--- src/rtl/status_reg_unit_pkg.sv ---
// Shared definitions for the status register unit: status bit positions,
// saved-context layout and update-source selection.
package status_reg_unit_pkg;

  localparam int unsigned SR_C  = 0;
  localparam int unsigned SR_Z  = 1;
  localparam int unsigned SR_N  = 2;
  localparam int unsigned SR_IE = 3;
  localparam int unsigned SR_W  = 4;

  // Field order puts C at bit 0, matching the status byte layout.
  typedef struct packed {
    logic ie;
    logic n;
    logic z;
    logic c;
  } sr_ctx_t;

  typedef enum logic [1:0] {
    UPD_IRQ,
    UPD_RETI,
    UPD_IO,
    UPD_LOCAL
  } sr_upd_e;

  function automatic logic [7:0] status_byte(input sr_ctx_t ctx);
    return {4'b0000, ctx};
  endfunction

endpackage

--- src/rtl/status_reg_unit_if.sv ---
// Bus between the ALU/control side and the status register unit.
// With SR_IO_EN defined the I/O status-byte access signals are included.
interface status_reg_unit_if;
  logic       alu_c;
  logic       alu_z;
  logic       alu_n;
  logic       flag_we;
  logic       sei;
  logic       cli;
  logic       irq_enter;
  logic       reti;
  logic       c_flag;
  logic       z_flag;
  logic       n_flag;
  logic       ie;
  logic       stk_full;
  logic       stk_empty;
  logic       stk_err;
`ifdef SR_IO_EN
  logic [7:0] io_addr;
  logic       io_we;
  logic [7:0] io_wdata;
  logic [7:0] io_rdata;

  modport master (
    output alu_c, alu_z, alu_n, flag_we, sei, cli, irq_enter, reti,
    output io_addr, io_we, io_wdata,
    input  c_flag, z_flag, n_flag, ie, stk_full, stk_empty, stk_err,
    input  io_rdata
  );
  modport slave (
    input  alu_c, alu_z, alu_n, flag_we, sei, cli, irq_enter, reti,
    input  io_addr, io_we, io_wdata,
    output c_flag, z_flag, n_flag, ie, stk_full, stk_empty, stk_err,
    output io_rdata
  );
`else
  modport master (
    output alu_c, alu_z, alu_n, flag_we, sei, cli, irq_enter, reti,
    input  c_flag, z_flag, n_flag, ie, stk_full, stk_empty, stk_err
  );
  modport slave (
    input  alu_c, alu_z, alu_n, flag_we, sei, cli, irq_enter, reti,
    output c_flag, z_flag, n_flag, ie, stk_full, stk_empty, stk_err
  );
`endif
endinterface

--- src/rtl/status_reg_unit_shadow_stack.sv ---
// Shadow LIFO for saved status contexts; push wins over a simultaneous pop.
// ovf/unf flag a push on full / pop on empty in the current cycle.
module status_shadow_stack
  import status_reg_unit_pkg::*;
#(
  parameter int unsigned STK_DEPTH = 4,
  parameter int unsigned W         = SR_W
) (
  input  logic         clk,
  input  logic         rst,
  input  logic         push,
  input  logic         pop,
  input  logic [W-1:0] din,
  output logic [W-1:0] dout,
  output logic         full,
  output logic         empty,
  output logic         ovf,
  output logic         unf
);

  localparam int unsigned PW   = $clog2(STK_DEPTH + 1);
  localparam int unsigned AW   = (STK_DEPTH > 1) ? $clog2(STK_DEPTH) : 1;
  localparam int unsigned NENT = 1 << AW;

  logic [W-1:0]  mem [0:NENT-1];
  logic [PW-1:0] sp;
  logic [PW-1:0] top;

  assign full  = (sp == PW'(STK_DEPTH));
  assign empty = (sp == '0);
  assign top   = sp - PW'(1);
  assign dout  = mem[top[AW-1:0]];
  assign ovf   = push & full;
  assign unf   = pop & ~push & empty;

  always_ff @(posedge clk or posedge rst) begin
    if (rst) begin
      sp <= '0;
      for (int unsigned i = 0; i < NENT; i++) begin
        mem[i] <= '0;
      end
    end else if (push) begin
      if (!full) begin
        mem[sp[AW-1:0]] <= din;
        sp              <= sp + PW'(1);
      end
    end else if (pop && !empty) begin
      sp <= sp - PW'(1);
    end
  end

endmodule

--- src/rtl/status_reg_unit.sv ---
// CPU status flags C/Z/N/IE with interrupt context save/restore.
// Optional I/O-mapped status byte when SR_IO_EN is defined.
module status_reg_unit
  import status_reg_unit_pkg::*;
#(
  parameter int unsigned STK_DEPTH = 4,
  parameter logic [7:0]  SR_ADDR   = 8'h0F
) (
  input logic              clk,
  input logic              rst,
  status_reg_unit_if.slave sr
);

  sr_ctx_t         ctx;
  sr_ctx_t         pop_ctx;
  logic [SR_W-1:0] stk_dout;
  logic            stk_err;
  logic            full;
  logic            empty;
  logic            ovf;
  logic            unf;
  logic            io_hit;
  sr_upd_e         upd;

  status_shadow_stack #(
    .STK_DEPTH(STK_DEPTH),
    .W        (SR_W)
  ) u_stack (
    .clk  (clk),
    .rst  (rst),
    .push (sr.irq_enter),
    .pop  (sr.reti),
    .din  (ctx),
    .dout (stk_dout),
    .full (full),
    .empty(empty),
    .ovf  (ovf),
    .unf  (unf)
  );

  assign pop_ctx = sr_ctx_t'(stk_dout);

`ifdef SR_IO_EN
  assign io_hit      = sr.io_we && (sr.io_addr == SR_ADDR);
  assign sr.io_rdata = (sr.io_addr == SR_ADDR) ? status_byte(ctx) : '0;
`else
  assign io_hit = 1'b0;
`endif

  always_comb begin
    upd = UPD_LOCAL;
    if (sr.irq_enter)  upd = UPD_IRQ;
    else if (sr.reti)  upd = UPD_RETI;
    else if (io_hit)   upd = UPD_IO;
  end

  always_ff @(posedge clk or posedge rst) begin
    if (rst) begin
      ctx     <= '0;
      stk_err <= 1'b0;
    end else begin
      unique case (upd)
        UPD_IRQ: begin
          ctx.ie <= 1'b0;
          if (ovf) stk_err <= 1'b1;
        end
        UPD_RETI: begin
          // An empty-stack return still re-enables interrupts.
          if (unf) begin
            ctx.ie  <= 1'b1;
            stk_err <= 1'b1;
          end else begin
            ctx <= pop_ctx;
          end
        end
        UPD_IO: begin
`ifdef SR_IO_EN
          ctx     <= sr_ctx_t'(sr.io_wdata[SR_IE:SR_C]);
          stk_err <= sr.io_wdata[7] & stk_err;
`endif
        end
        default: begin
          if (sr.flag_we) begin
            ctx.c <= sr.alu_c;
            ctx.z <= sr.alu_z;
            ctx.n <= sr.alu_n;
          end
          if (sr.cli)      ctx.ie <= 1'b0;
          else if (sr.sei) ctx.ie <= 1'b1;
        end
      endcase
    end
  end

  assign sr.c_flag    = ctx.c;
  assign sr.z_flag    = ctx.z;
  assign sr.n_flag    = ctx.n;
  assign sr.ie        = ctx.ie;
  assign sr.stk_full  = full;
  assign sr.stk_empty = empty;
  assign sr.stk_err   = stk_err;

endmodule

--- src/flat_wrapper.sv ---
// flat-port wrapper written by rule: the top's interface ports become plain ports
module status_reg_unit_flat import status_reg_unit_pkg::*;
#(
  parameter int unsigned STK_DEPTH = 4,
  parameter logic [7:0]  SR_ADDR   = 8'h0F
)
  (clk, rst, sr_alu_c, sr_alu_z, sr_alu_n, sr_flag_we, sr_sei, sr_cli, sr_irq_enter, sr_reti, sr_c_flag, sr_z_flag, sr_n_flag, sr_ie, sr_stk_full, sr_stk_empty, sr_stk_err);
  status_reg_unit_if sr_i ();
  input logic clk;
  input logic rst;
  input wire logic [$bits(sr_i.alu_c)-1:0] sr_alu_c;
  input wire logic [$bits(sr_i.alu_z)-1:0] sr_alu_z;
  input wire logic [$bits(sr_i.alu_n)-1:0] sr_alu_n;
  input wire logic [$bits(sr_i.flag_we)-1:0] sr_flag_we;
  input wire logic [$bits(sr_i.sei)-1:0] sr_sei;
  input wire logic [$bits(sr_i.cli)-1:0] sr_cli;
  input wire logic [$bits(sr_i.irq_enter)-1:0] sr_irq_enter;
  input wire logic [$bits(sr_i.reti)-1:0] sr_reti;
  output wire logic [$bits(sr_i.c_flag)-1:0] sr_c_flag;
  output wire logic [$bits(sr_i.z_flag)-1:0] sr_z_flag;
  output wire logic [$bits(sr_i.n_flag)-1:0] sr_n_flag;
  output wire logic [$bits(sr_i.ie)-1:0] sr_ie;
  output wire logic [$bits(sr_i.stk_full)-1:0] sr_stk_full;
  output wire logic [$bits(sr_i.stk_empty)-1:0] sr_stk_empty;
  output wire logic [$bits(sr_i.stk_err)-1:0] sr_stk_err;
  assign sr_i.alu_c = sr_alu_c;
  assign sr_i.alu_z = sr_alu_z;
  assign sr_i.alu_n = sr_alu_n;
  assign sr_i.flag_we = sr_flag_we;
  assign sr_i.sei = sr_sei;
  assign sr_i.cli = sr_cli;
  assign sr_i.irq_enter = sr_irq_enter;
  assign sr_i.reti = sr_reti;
  assign sr_c_flag = sr_i.c_flag;
  assign sr_z_flag = sr_i.z_flag;
  assign sr_n_flag = sr_i.n_flag;
  assign sr_ie = sr_i.ie;
  assign sr_stk_full = sr_i.stk_full;
  assign sr_stk_empty = sr_i.stk_empty;
  assign sr_stk_err = sr_i.stk_err;
  status_reg_unit #(.STK_DEPTH(STK_DEPTH), .SR_ADDR(SR_ADDR)) u_core (.clk(clk), .rst(rst), .sr(sr_i));
endmodule
--- config.mk ---
export PLATFORM = sky130hd
export DESIGN_NAME = status_reg_unit_flat
export DESIGN_NICKNAME = d
export VERILOG_FILES = /design/src/rtl/status_reg_unit_pkg.sv /design/src/rtl/status_reg_unit_if.sv /design/src/rtl/status_reg_unit_shadow_stack.sv /design/src/rtl/status_reg_unit.sv /design/src/flat_wrapper.sv
export SDC_FILE = /design/constraint.sdc
export NUM_CORES = 1
export LEC_CHECK = 0
export ABC_CLOCK_PERIOD_IN_PS = 5100
export CAP_MARGIN = 20
export CORE_MARGIN = 2
export CORE_UTILIZATION = 45
export DETAILED_ROUTE_END_ITERATION = 16
export GPL_ROUTABILITY_DRIVEN = 0
export PLACE_DENSITY = 0.68
export SLEW_MARGIN = 20
export SYNTH_ARGS = -nofsm -noshare
export SYNTH_HDL_FRONTEND = slang
export SYNTH_SLANG_ARGS = --single-unit
--- constraint.sdc ---
create_clock -name clk -period 5.1 [get_ports clk]
set_clock_uncertainty 0.2 [all_clocks]
set_input_delay 1.02 -clock clk [delete_from_list [all_inputs] [get_ports clk]]
set_output_delay 1.02 -clock clk [all_outputs]
set_load 0.02 [all_outputs]
**Run 1: wiring by layer**

Drawn at 4 px/um. Two of the layers only.
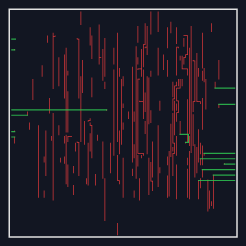
| colour | layer | wire length |
|---|---|---|
| green | M3 | 85.5 um |
| red | M2 | 1050 um |
via count: 764
mean routed wirelength per cell: 16.2 um

**Run 1: cell placement**

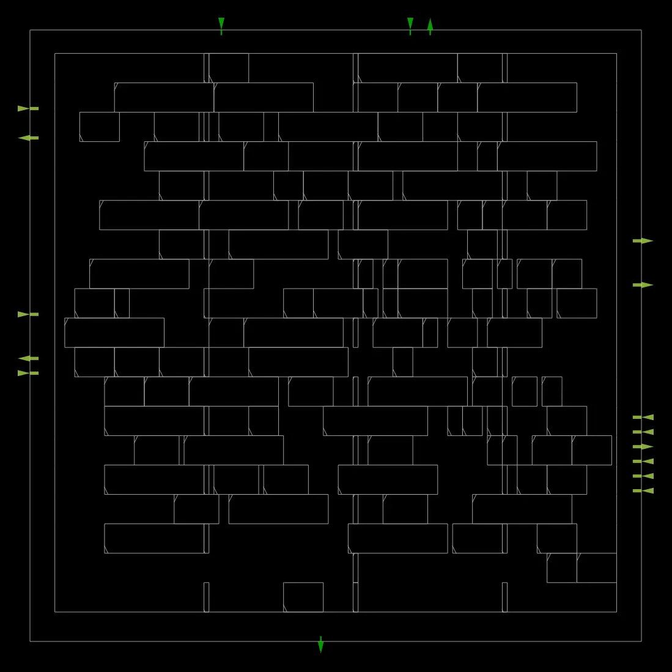
final core area utilization: 53.5%
sequential cell area share: 41.8%
final std cells w/o fill: 139

**Run 1: M2 wires**

Drawn at 8 px/um.
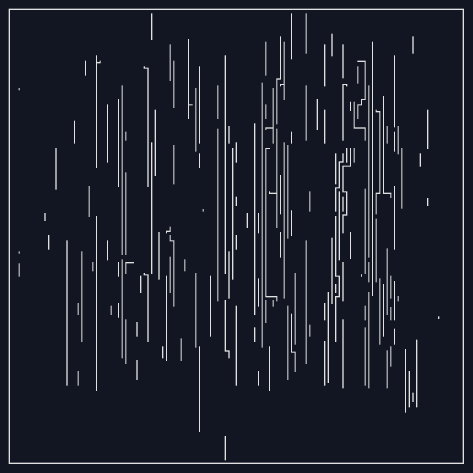
longest straight run: 33.0 um
wire length on this layer: 1050 um
nets with wire on the layer: 103

**Run 1: logic cells by family**

Drawn at 8 px/um.
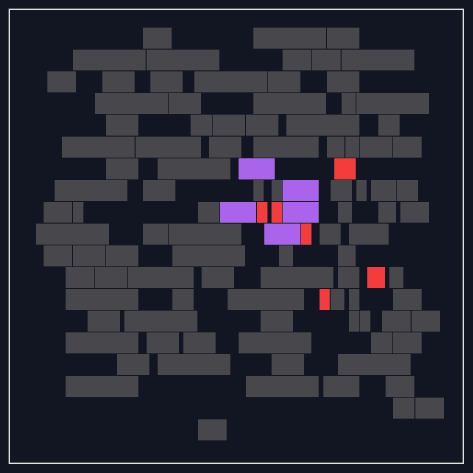
| colour | family | cells | most used |
|---|---|---|---|
| red | nand cells | 6 | nand2_1 |
| purple | fa/ha/maj cells | 5 | ha_1 |
most frequently placed logic cell in the final layout: sky130_fd_sc_hd__dfrtp_1
multi-input gate share of the layout cell area: 41.5%

==> metrics.log, run 1 <==
[report] extracting results
INFO  metric clk_root_buffer_cell = sky130_fd_sc_hd__clkbuf_4
INFO  metric worst-slew-pin-transition = 893 ps
INFO  metric fraction_of_layout_instances_using_a_drive_strength_above_1 = between 20% and 30%
INFO  metric cts_max_level = 1
INFO  metric routed_wirelength = roughly 2200 um
INFO  metric fin_tns_setup = 0 ps
INFO  metric maxCapViolations = 0
INFO  metric rsz_0062_raised_after_global_routing = no
INFO  metric insertion_delay = 300 ps
INFO  metric tool_warnings = 30
INFO  metric grt_start_max_net_pins = 25
INFO  metric lay_top_cells = 24 x sky130_fd_sc_hd__dfrtp_1, 21 x sky130_fd_sc_hd__mux2_2, 16 x sky130_fd_sc_hd__clkdlybuf4s50_1, 5 x sky130_fd_sc_hd__ha_1
INFO  metric cts.path.max_buffers = 2
INFO  metric final.fill_count = ~230
INFO  metric cts_resized = 0
INFO  metric avgViaCountPerCell = approximately 5.5
INFO  metric period_minus_slack = 3400 ps
INFO  metric timing_hold_violations_final = 0
INFO  metric synth_top_cell_by_count = sky130_fd_sc_hd__dfrtp_1
INFO  metric critPathKind = reg -> out
INFO  metric layout.area.comb = between 500 and 600 um^2
INFO  metric cp-end-kind = primary output
INFO  metric ir_drop = 0.000329 V
INFO  metric worst_slew_margin = ~40%
INFO  metric final_max_slew_viol_count = 0
INFO  metric cts_made_buffers = 3
INFO  metric report.final.setup_viol = 0
INFO  metric final_cycle_share = around 67%
INFO  metric num_rows = 19
INFO  metric max_freq = 294 MHz
INFO  metric ant_nets = 0
INFO  metric worstPathArrival = between 2000 and 2500 ps
INFO  metric cts.sink_count = 24
INFO  metric first_global_vias = about 800
INFO  metric die_x = 56.6 um
INFO  metric die_area = 3200 um^2
INFO  metric syn-cell-area = around 1200 um^2
INFO  metric post_synth_num_cell_types = 29
INFO  metric die_height = 56.6 um
INFO  metric grt_first_pass_wirelength = approximately 3800 um
INFO  metric post_synth_most_frequent_cells = 24 x sky130_fd_sc_hd__dfrtp_1, 21 x sky130_fd_sc_hd__mux2_2, 5 x sky130_fd_sc_hd__ha_1, 4 x sky130_fd_sc_hd__inv_1, 4 x sky130_fd_sc_hd__nand2_1
INFO  metric cts_setup_buffers = 0
INFO  metric syn_inst = between 90 and 100
INFO  metric synth.top_cell.area_share = around half
INFO  metric grt_usage = between 10% and 20%
INFO  metric run_status = completed
INFO  metric crit_path_start_kind = register
INFO  metric globalRouteOverflowTotal = 0
INFO  metric detailed_place_hpwl = approximately 1600 um
INFO  metric path_max_fanout = 8
INFO  metric ys_ff = 24
INFO  metric area_delta_synth_final = 15.6%
INFO  metric worst_setup_timing_slack_at_the_placement_stage = roughly 2100 ps
INFO  metric antenna_found_initial = 0
INFO  metric path_clk_slew = between 100 and 150 ps
INFO  metric synth_nets = 107
INFO  metric powerDensity = approximately 560 nW/um^2
INFO  metric ys_dominant_reg_cell = sky130_fd_sc_hd__dfrtp_1
INFO  metric initial_core_util = 46.3%
INFO  metric design.core.area = about 2700 um^2
INFO  metric layout_setup_ws = 1700 ps
INFO  metric largest_area_cell = sky130_fd_sc_hd__dfrtp_1
INFO  metric ys_seq_share = between 40 and 50%
INFO  metric yosys_cells = just over 90
INFO  metric ys_chip_area = about 1200 um^2
INFO  metric synth-async-reset-ratio = 100%
INFO  metric number_of_inserted_diodes = 0
INFO  metric regArea = 601 um^2
INFO  metric worstHoldPathType = reg -> reg
==> run 1: area by class of cell <==
type / instances / area share, %
Sequential cell: 24 / 41.8
Multi-Input combinational cell: 60 / 41.5
Timing Repair Buffer: 16 / 11.1
Tap cell: 31 / 2.70
Clock buffer: 3 / 1.57
Inverter: 5 / 1.31
==> run 1: stage by stage <==
stage	power (mW)	instances	hold WS (ps)	utilization, %
2_1_floorplan	0.631	92	256	-
3_3_place_gp	0.723	136	262	52.7
3_5_place_dp	0.734	136	251	52.7
4_1_cts	0.814	139	280	53.5
5_1_grt	0.868	139	319	53.5
6_report	0.807	139	278	53.5
==> run 1: worst paths after layout <==
| kind | from | endpoint | depth (start not counted) | slack [ps] |
|---|---|---|---|---|
| worst max register to register | u_core.u_stack.sp[0]$_DFFE_PP0P_ | u_core.sr.n_flag$_DFFE_PP0P_ | 6 | 2620 |
| min in group asynchronous | rst | u_core.u_stack.mem[2]$_DFFE_PP0P_ | 2 | 990 |
| max in group asynchronous | rst | u_core.u_stack.sp[2]$_DFFE_PP0P_ | 2 | 3170 |
| worst max-delay path | u_core.u_stack.sp[0]$_DFFE_PP0P_ | sr_stk_empty | 5 | 1700 |
| worst min register to register | u_core.sr.stk_err$_DFFE_PP0P_ | u_core.sr.stk_err$_DFFE_PP0P_ | 1 | 280 |
| worst min-delay path | u_core.sr.stk_err$_DFFE_PP0P_ | u_core.sr.stk_err$_DFFE_PP0P_ | 1 | 280 |
==> run 1: kinds of logic (layout without fill, tap and decap cells) <==
logic type / count (synthesis) / in the layout / synth area share [%]
compound gates: 14 / 14 / 7.95
mux: 27 / 27 / 28.4
buf+inv: 8 / 24 / 3.72
simple gates: 13 / 13 / 5.94
xor+xnor: 1 / 1 / 0.704
flops: 24 / 24 / 48.3
fa+ha+maj: 5 / 5 / 5.03
==> run 1: critical path, stage by stage, from the launching register on <==
cell and delay [ps]:
sky130_fd_sc_hd__dfrtp_1 530, sky130_fd_sc_hd__inv_1 160, sky130_fd_sc_hd__ha_1 300, sky130_fd_sc_hd__nand2b_1 160
sky130_fd_sc_hd__inv_2 120, sky130_fd_sc_hd__clkdlybuf4s50_1 600
==> run 1: sequential cells by signal, summed over array words and instances, names as in the netlist <==
| name | flops |
|---|---|
| u_core.sr.n_flag | 1 |
| u_core.sr.c_flag | 1 |
| u_core.u_stack.mem | 16 |
| u_core.sr.stk_err | 1 |
| u_core.u_stack.sp | 3 |
| u_core.sr.z_flag | 1 |
| u_core.sr.ie | 1 |
==> run 1: metal layers <==
metal	up-vias	part of all wire, %	track usage, %
li1	368	-	-
met1	379	49	21.4
met2	15	47	24.6
met3	2	3.8	3.00
met4	0	0.80	7.14
met5	-	0	0
==> run 1: power breakdown <==
group          switching, mW  internal [mW]  total [mW]
combinational          0.157          0.221       0.378
sequential            0.0724          0.276       0.348
clock                 0.0528         0.0276      0.0804
total                  0.282          0.524       0.807
--- run 2 (diff from run 1) ---
--- a/config.mk
+++ b/config.mk
@@ -5,7 +5,7 @@
 export SDC_FILE = /design/constraint.sdc
 export NUM_CORES = 1
 export LEC_CHECK = 0
-export ABC_CLOCK_PERIOD_IN_PS = 5100
+export ABC_CLOCK_PERIOD_IN_PS = 3400
 export CAP_MARGIN = 20
 export CORE_MARGIN = 2
 export CORE_UTILIZATION = 45
==> constraint.sdc (replaced) <==
create_clock -name clk -period 3.4 [get_ports clk]
set_clock_uncertainty 0.2 [all_clocks]
set_input_delay 0.68 -clock clk [delete_from_list [all_inputs] [get_ports clk]]
set_output_delay 0.68 -clock clk [all_outputs]
set_load 0.02 [all_outputs]
**Run 2: cell placement**

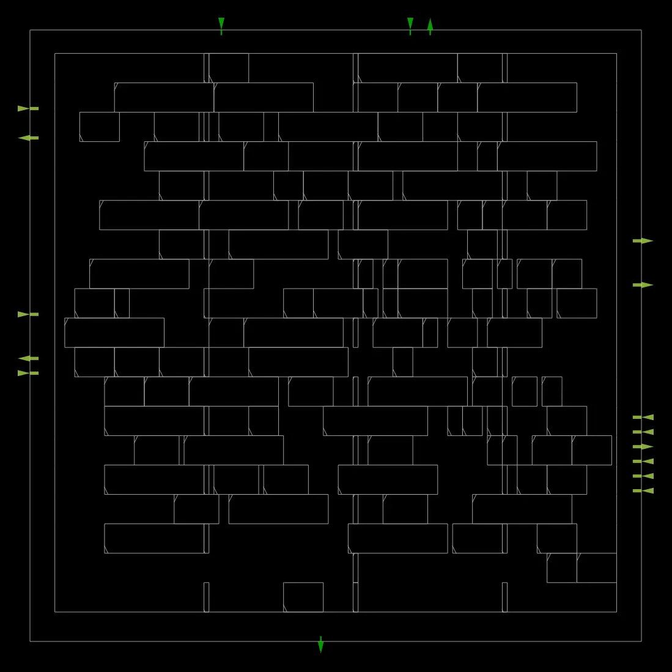
# rows: 19
number of fillers in the final layout: 230

==> run 2 against run 1 <==
- non-clock buffer count did not move
- global-route usage unchanged
- area after synthesis unchanged
- largest power group unchanged
- sequential power up about 50%
==> metrics.log, run 2 <==
[report] extracting results
INFO  metric critPathKind = reg -> out
INFO  metric path_max_fanout = 8
INFO  metric layout_top_registers = u_core.u_stack.mem (16), u_core.u_stack.sp (3)
INFO  metric synth-async-reset-ratio = 100%
INFO  metric report.final.setup_viol = 0
INFO  metric rsz_0062_raised_after_global_routing = no
INFO  metric ys_chip_area = about 1200 um^2
INFO  metric cts.path.max_buffers = 2
INFO  metric layout.cells.most_common = sky130_fd_sc_hd__dfrtp_1
INFO  metric ys_seq_share = 48.3%
INFO  metric power.net_switching = about 0.42 mW
INFO  metric number_of_inserted_diodes = 0
INFO  metric ant_nets = 0
INFO  metric insertion_delay = 300 ps
INFO  metric final_cycle_share = 89.9%
INFO  metric cts_setup_buffers = 0
INFO  metric cp-end-kind = primary output
INFO  metric hold_slack = approximately 280 ps
INFO  metric cts.sink_count = 24
INFO  metric synth.top_cell.area_share = between 40% and 50%
INFO  metric cellInternalPower = ~0.79 mW
INFO  metric routed_wirelength = approximately 2200 um
INFO  metric ir_drop = approximately 0.0005 V
INFO  metric grt_first_pass_wirelength = between 3000 and 4000 um
INFO  metric enable_flop_cells = 0
INFO  metric design.core.area = ~2700 um^2
INFO  metric run_status = completed
INFO  metric area_delta_synth_final = 15.6%
INFO  metric tool_warnings = 30
INFO  metric fraction_of_layout_instances_using_a_drive_strength_above_1 = 27.8%
INFO  metric grt_usage = 15.8%
INFO  metric die_area = approximately 3200 um^2
INFO  metric cts_resized = 0
INFO  metric ys_dominant_reg_cell = sky130_fd_sc_hd__dfrtp_1
INFO  metric detailed_place_hpwl = about 1600 um
INFO  metric fin_tns_setup = 0 ps
INFO  metric period_minus_slack = just over 3000 ps
INFO  metric synth_top_cell_by_count = sky130_fd_sc_hd__dfrtp_1
INFO  metric syn_inst = slightly above 90
INFO  metric initial_core_util = between 40% and 50%
INFO  metric globalRouteOverflowTotal = 0
INFO  metric path_clk_slew = roughly 120 ps
INFO  metric die_height = around 57 um
INFO  metric via_count = around 760
INFO  metric avgViaCountPerCell = about 5.5
INFO  metric grt_start_max_net_pins = 25
INFO  metric worstHoldPathType = reg -> reg
INFO  metric worst_slew_margin = 40.4%
INFO  metric die_x = roughly 57 um
INFO  metric switching_share = a little over a third
INFO  metric cts_made_buffers = 3
INFO  metric lay_top_cells = 24 x sky130_fd_sc_hd__dfrtp_1, 21 x sky130_fd_sc_hd__mux2_2, 16 x sky130_fd_sc_hd__clkdlybuf4s50_1, 5 x sky130_fd_sc_hd__ha_1
INFO  metric first_global_vias = 802
INFO  metric final_max_slew_viol_count = 0
INFO  metric pwr-share-comb = between 40% and 50%
INFO  metric synth_nets = 107
INFO  metric yosys_cells = 92
INFO  metric worstPathArrival = 2180 ps
INFO  metric max_freq = between 300 and 400 MHz
INFO  metric powerDensity = about 840 nW/um^2
INFO  metric drt-initial-drc-count = 26
INFO  metric post_synth_most_frequent_cells = 24 x sky130_fd_sc_hd__dfrtp_1, 21 x sky130_fd_sc_hd__mux2_2, 5 x sky130_fd_sc_hd__ha_1, 4 x sky130_fd_sc_hd__inv_1, 4 x sky130_fd_sc_hd__nand2_1
INFO  metric post_drt_wl_per_cell = roughly 16 um
INFO  metric post_synth_num_cell_types = 29
INFO  metric ys_ff = 24
INFO  metric maxCapViolations = 0
INFO  metric syn-cell-area = about 1200 um^2
INFO  metric power.sequential.fraction = between 40% and 50%
INFO  metric timing_hold_violations_final = 0
==> run 2: cell counts after synthesis <==
Identical to the previous run, type by type.
==> run 2: through the flow <==
step | util [%] | total power, mW | instances | setup WS, ps
CTS | 53.5 | 1.22 | 139 | 337
finish | 53.5 | 1.21 | 139 | 342
detailed placement | 52.7 | 1.10 | 136 | 697
global placement | 52.7 | 1.08 | 136 | 766
global route | 53.5 | 1.30 | 139 | 213
floorplan | - | 0.946 | 92 | 1350
==> run 2: critical path: stages, from the launching register on <==
cell and delay [ps]:
sky130_fd_sc_hd__dfrtp_1 530, sky130_fd_sc_hd__inv_1 160, sky130_fd_sc_hd__ha_1 300, sky130_fd_sc_hd__nand2b_1 160, sky130_fd_sc_hd__inv_2 120, sky130_fd_sc_hd__clkdlybuf4s50_1 600
==> run 2: logic make-up after synthesis <==
group	after synthesis	synth area share (%)
simple gates	13	5.94
fa+ha+maj	5	5.03
mux	27	28.4
flops	24	48.3
compound gates	14	7.95
buf+inv	8	3.72
xor+xnor	1	0.704
==> run 2: layout make-up <==
type	count	area [um^2]	share of cell area, %
sequential	24	601	41.8
clock buffer	3	22.5	1.57
inverter	5	18.8	1.31
timing repair buffer	16	160	11.1
multi-input combinational	60	597	41.5
tap	31	38.8	2.70
==> run 2: metal layers <==
| metal | GRT usage [%] | vias up | share of wire, % |
|---|---|---|---|
| met5 | 0 | - | 0 |
| met4 | 7.14 | 0 | 0.80 |
| met3 | 3.00 | 2 | 3.8 |
| met2 | 24.6 | 15 | 47 |
| met1 | 21.4 | 379 | 49 |
| li1 | - | 368 | - |
==> run 2: path summary, 6_finish.rpt <==
check                                                  from                                 to  slack, ps  depth (start not counted)
setup / recovery           u_core.u_stack.sp[0]$_DFFE_PP0P_                       sr_stk_empty        340                          5
hold / removal                u_core.sr.stk_err$_DFFE_PP0P_      u_core.sr.stk_err$_DFFE_PP0P_        280                          1
hold reg to reg               u_core.sr.stk_err$_DFFE_PP0P_      u_core.sr.stk_err$_DFFE_PP0P_        280                          1
max in group asynchronous                               rst   u_core.u_stack.sp[2]$_DFFE_PP0P_       1810                          2
min in group asynchronous                               rst  u_core.u_stack.mem[2]$_DFFE_PP0P_        650                          2
setup reg to reg           u_core.u_stack.sp[0]$_DFFE_PP0P_       u_core.sr.n_flag$_DFFE_PP0P_        920                          6
==> run 2: power by group through the flow <==
stage / sequential [mW] / clock [mW] / combinational [mW]
after detailed placement: 0.533 / 0 / 0.568
after CTS: 0.526 / 0.124 / 0.571
after global routing: 0.548 / 0.137 / 0.617
final: 0.522 / 0.121 / 0.567
after global placement: 0.528 / 0 / 0.556
after floorplan: 0.506 / 0 / 0.440
--- run 3 (diff from run 2) ---
--- a/config.mk
+++ b/config.mk
@@ -7,7 +7,7 @@
 export LEC_CHECK = 0
 export ABC_CLOCK_PERIOD_IN_PS = 3400
 export CAP_MARGIN = 20
-export CORE_MARGIN = 2
+export CORE_MARGIN = 5
 export CORE_UTILIZATION = 45
 export DETAILED_ROUTE_END_ITERATION = 16
 export GPL_ROUTABILITY_DRIVEN = 0
**Run 3: cell placement**

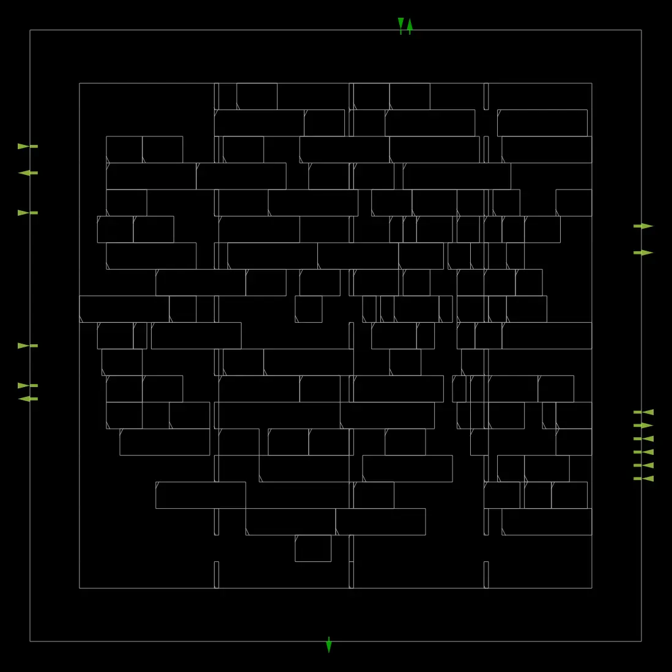
layout sequential cell count: 24
final core area utilization: 54.2%

==> run 3 against run 2 <==
- setup slack worse by 12 ps
- total power up 7.2%
- critical path type unchanged
- non-clock buffer count unchanged
- combinational power down 0.7%
- largest power group unchanged
- hold slack better by 11 ps
- critical endpoint unchanged
- critical path depth unchanged
- die area up 22%
- global-route usage down 2.7 points
- sequential power about the same
- area after synthesis unchanged
==> metrics.log, run 3 <==
[report] extracting results
INFO  metric fraction_of_layout_instances_using_a_drive_strength_above_1 = between 20 and 30%
INFO  metric path_max_fanout = 8
INFO  metric report.final.setup_viol = 0
INFO  metric yosys_cells = slightly above 90
INFO  metric drt-initial-drc-count = 81
INFO  metric worstPathRequired = 2520 ps
INFO  metric antenna_found_initial = 0
INFO  metric run_status = completed
INFO  metric detailedRoute.firstPassIterationCount = 4
INFO  metric synth_nets = approximately 110
INFO  metric final_max_slew_viol_count = 0
INFO  metric critPathKind = reg -> out
INFO  metric die_height = about 63 um
INFO  metric num_rows = 19
INFO  metric ys_chip_area = between 1000 and 1500 um^2
INFO  metric powerDensity = between 800 and 900 nW/um^2
INFO  metric design.core.area = roughly 2700 um^2
INFO  metric worst-slew-pin-transition = 927 ps
INFO  metric lay_top_cells = 24 x sky130_fd_sc_hd__dfrtp_1, 21 x sky130_fd_sc_hd__mux2_2, 16 x sky130_fd_sc_hd__clkdlybuf4s50_1, 5 x sky130_fd_sc_hd__ha_1
INFO  metric max_freq = 326 MHz
INFO  metric fin_total_pwr = about 1.3 mW
INFO  metric avgSynthCellArea = 13.5 um^2
INFO  metric worst_slew_margin = a little under two fifths
INFO  metric clk_root_buffer_cell = sky130_fd_sc_hd__clkbuf_4
INFO  metric timing_hold_violations_final = 0
INFO  metric number_of_inserted_diodes = 0
INFO  metric crit_path_start_kind = register
INFO  metric ys_seq_share = 48.3%
INFO  metric startpoint = u_core.u_stack.sp[0]$_DFFE_PP0P_
INFO  metric port-buffer-count = 16
INFO  metric final_cycle_share = 90.3%
INFO  metric globalRouteOverflowTotal = 0
INFO  metric period_minus_slack = between 3000 and 4000 ps
INFO  metric cts_made_buffers = 3
INFO  metric power_leakage = roughly 0.65 nW
INFO  metric layout.cells.most_common = sky130_fd_sc_hd__dfrtp_1
INFO  metric avgViaCountPerCell = about 5.5
INFO  metric fin_tns_setup = 0 ps
INFO  metric first_global_vias = ~820
INFO  metric synth-async-reset-ratio = 100%
INFO  metric rsz_0062_raised_after_global_routing = no
INFO  metric layout_top_registers = u_core.u_stack.mem (16), u_core.u_stack.sp (3)
INFO  metric cp-end-kind = primary output
INFO  metric path_clk_slew = between 100 and 150 ps
INFO  metric cts.sink_count = 24
INFO  metric ys_ff = 24
INFO  metric initial_core_util = a little under half
INFO  metric worstHoldPathType = reg -> reg
INFO  metric r2r_startpoint = u_core.u_stack.sp[0]$_DFFE_PP0P_
INFO  metric finalNetCount = between 100 and 150
INFO  metric maxCapViolations = 0
INFO  metric grt_start_max_net_pins = 25
INFO  metric largest_area_cell = sky130_fd_sc_hd__dfrtp_1
INFO  metric ys_dominant_reg_cell = sky130_fd_sc_hd__dfrtp_1
INFO  metric grt_usage = a little over an eighth
INFO  metric die_area = approximately 4000 um^2
INFO  metric syn-cell-area = 1240 um^2
INFO  metric remaining_drc_errors = 0
INFO  metric cts.path.max_buffers = 2
INFO  metric synth_top_cell_by_count = sky130_fd_sc_hd__dfrtp_1
INFO  metric synth.top_cell.area_share = between 40 and 50%
INFO  metric yosysWarningCount = 0
INFO  metric postCtsHoldBufs = 0
INFO  metric tool_warnings = 30
INFO  metric post_synth_most_frequent_cells = 24 x sky130_fd_sc_hd__dfrtp_1, 21 x sky130_fd_sc_hd__mux2_2, 5 x sky130_fd_sc_hd__ha_1, 4 x sky130_fd_sc_hd__inv_1, 4 x sky130_fd_sc_hd__nand2_1
INFO  metric post_synth_num_cell_types = 29
INFO  metric floorplan.io_pins = 17
INFO  metric flip_flop_count_of_the_largest_register_all_copies_and_words_added = 16
INFO  metric ir_drop = ~0.00065 V
INFO  metric insertion_delay = between 300 and 400 ps
INFO  metric syn_inst = roughly 92
INFO  metric tritoncts = yes
INFO  metric cts_setup_buffers = 0
INFO  metric via_count = 766
INFO  metric die_x = 62.6 um
INFO  metric grt_first_pass_wirelength = just over 4000 um
INFO  metric post_drt_wl_per_cell = between 15 and 20 um
INFO  metric hold_slack = 289 ps
INFO  metric max_flop_register = u_core.u_stack.mem
INFO  metric yosys-top-cells-area = sky130_fd_sc_hd__dfrtp_1 48%, sky130_fd_sc_hd__mux2_2 19%, sky130_fd_sc_hd__mux4_2 5.4%, sky130_fd_sc_hd__ha_1 5.0%, sky130_fd_sc_hd__mux4_1 2.1%
INFO  metric enable_flop_cells = 0
INFO  metric hp-start = u_core.sr.stk_err$_DFFE_PP0P_
INFO  metric cts_resized = 0
INFO  metric detailed_place_hpwl = ~1600 um
INFO  metric area_delta_synth_final = 18.0%
INFO  metric routed_wirelength = approximately 2300 um
INFO  metric worstPathArrival = about 2200 ps
INFO  metric ant_nets = 0
INFO  metric cts_max_level = 1
## run 3: cell counts after synthesis
Identical to the previous run, type by type.
## run 3: routing by layer
metal | part of all wire, % | global-route usage, % | vias to the layer above
met2 | 44 | 19.2 | 16
met3 | 4.3 | 4.68 | 2
met1 | 51 | 18.4 | 381
met5 | 0 | 0 | -
met4 | 0.70 | 3.18 | 0
li1 | - | - | 367
## run 3: where the power goes
group	total, mW	internal [mW]	switching, mW
logic	0.563	0.332	0.231
clock network	0.209	0.119	0.0900
registers	0.525	0.413	0.112
## run 3: path summary, 6_finish.rpt
path,end,depth (start not counted),slack (ps)
max,sr_stk_empty,5,330
min,u_core.sr.stk_err$_DFFE_PP0P_,1,290
max reg2reg,u_core.sr.c_flag$_DFFE_PP0P_,6,980
min reg2reg,u_core.sr.stk_err$_DFFE_PP0P_,1,290
max in group asynchronous,u_core.u_stack.mem[0]$_DFFE_PP0P_,2,1790
min in group asynchronous,u_core.u_stack.mem[14]$_DFFE_PP0P_,2,650
## run 3: logic make-up after synthesis
group | count (synthesis) | share of synthesized area (%)
AND-OR/OR-AND | 14 | 7.95
XOR/XNOR | 1 | 0.704
adder cells (fa/ha/maj) | 5 | 5.03
buffers and inverters | 8 | 3.72
flip-flops | 24 | 48.3
multiplexers | 27 | 28.4
AND/OR/NAND/NOR | 13 | 5.94
## run 3: per-stage QoR
step | setup WS [ps] | instances | cell area, um^2
2_1_floorplan | 1350 | 92 | 1240
3_3_place_gp | 767 | 136 | 1420
3_5_place_dp | 725 | 136 | 1420
4_1_cts | 324 | 140 | 1470
5_1_grt | 182 | 140 | 1470
6_report | 330 | 140 | 1470
## run 3: worst max-delay path, cell delays in order (launching register included)
cell                              delay (ps)
sky130_fd_sc_hd__dfrtp_1                 530
sky130_fd_sc_hd__inv_1                   170
sky130_fd_sc_hd__ha_1                    290
sky130_fd_sc_hd__nand2b_1                160
sky130_fd_sc_hd__inv_2                   120
sky130_fd_sc_hd__clkdlybuf4s50_1         600
## run 3: cell type report
type                       instances  area [um^2]
multi-input combinational         60          597
clock buffer                       3         22.5
tap                               31         38.8
timing repair buffer              16          160
sequential                        24          601
inverter                           5         18.8
clock inverter                     1         30.0
fill                             234         1240

==> screenshots <==
Port wiring.
Drawn at 4 px/um.
shot_01.png
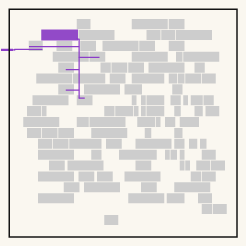
shot_02.png
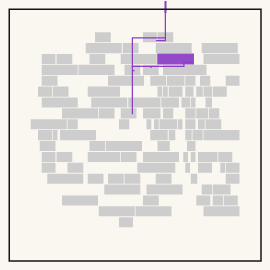
Of these, largest die: shot_02.png
- shot_02.png = run 3
- shot_01.png = run 1

Key to shot_02.png:
| colour | port | bits | direction | edge | end cells | wire |
|---|---|---|---|---|---|---|
| purple | sr_c_flag | 1 | output | north | 1 | 54.3 um |

Power and IR drop assume default switching activity.
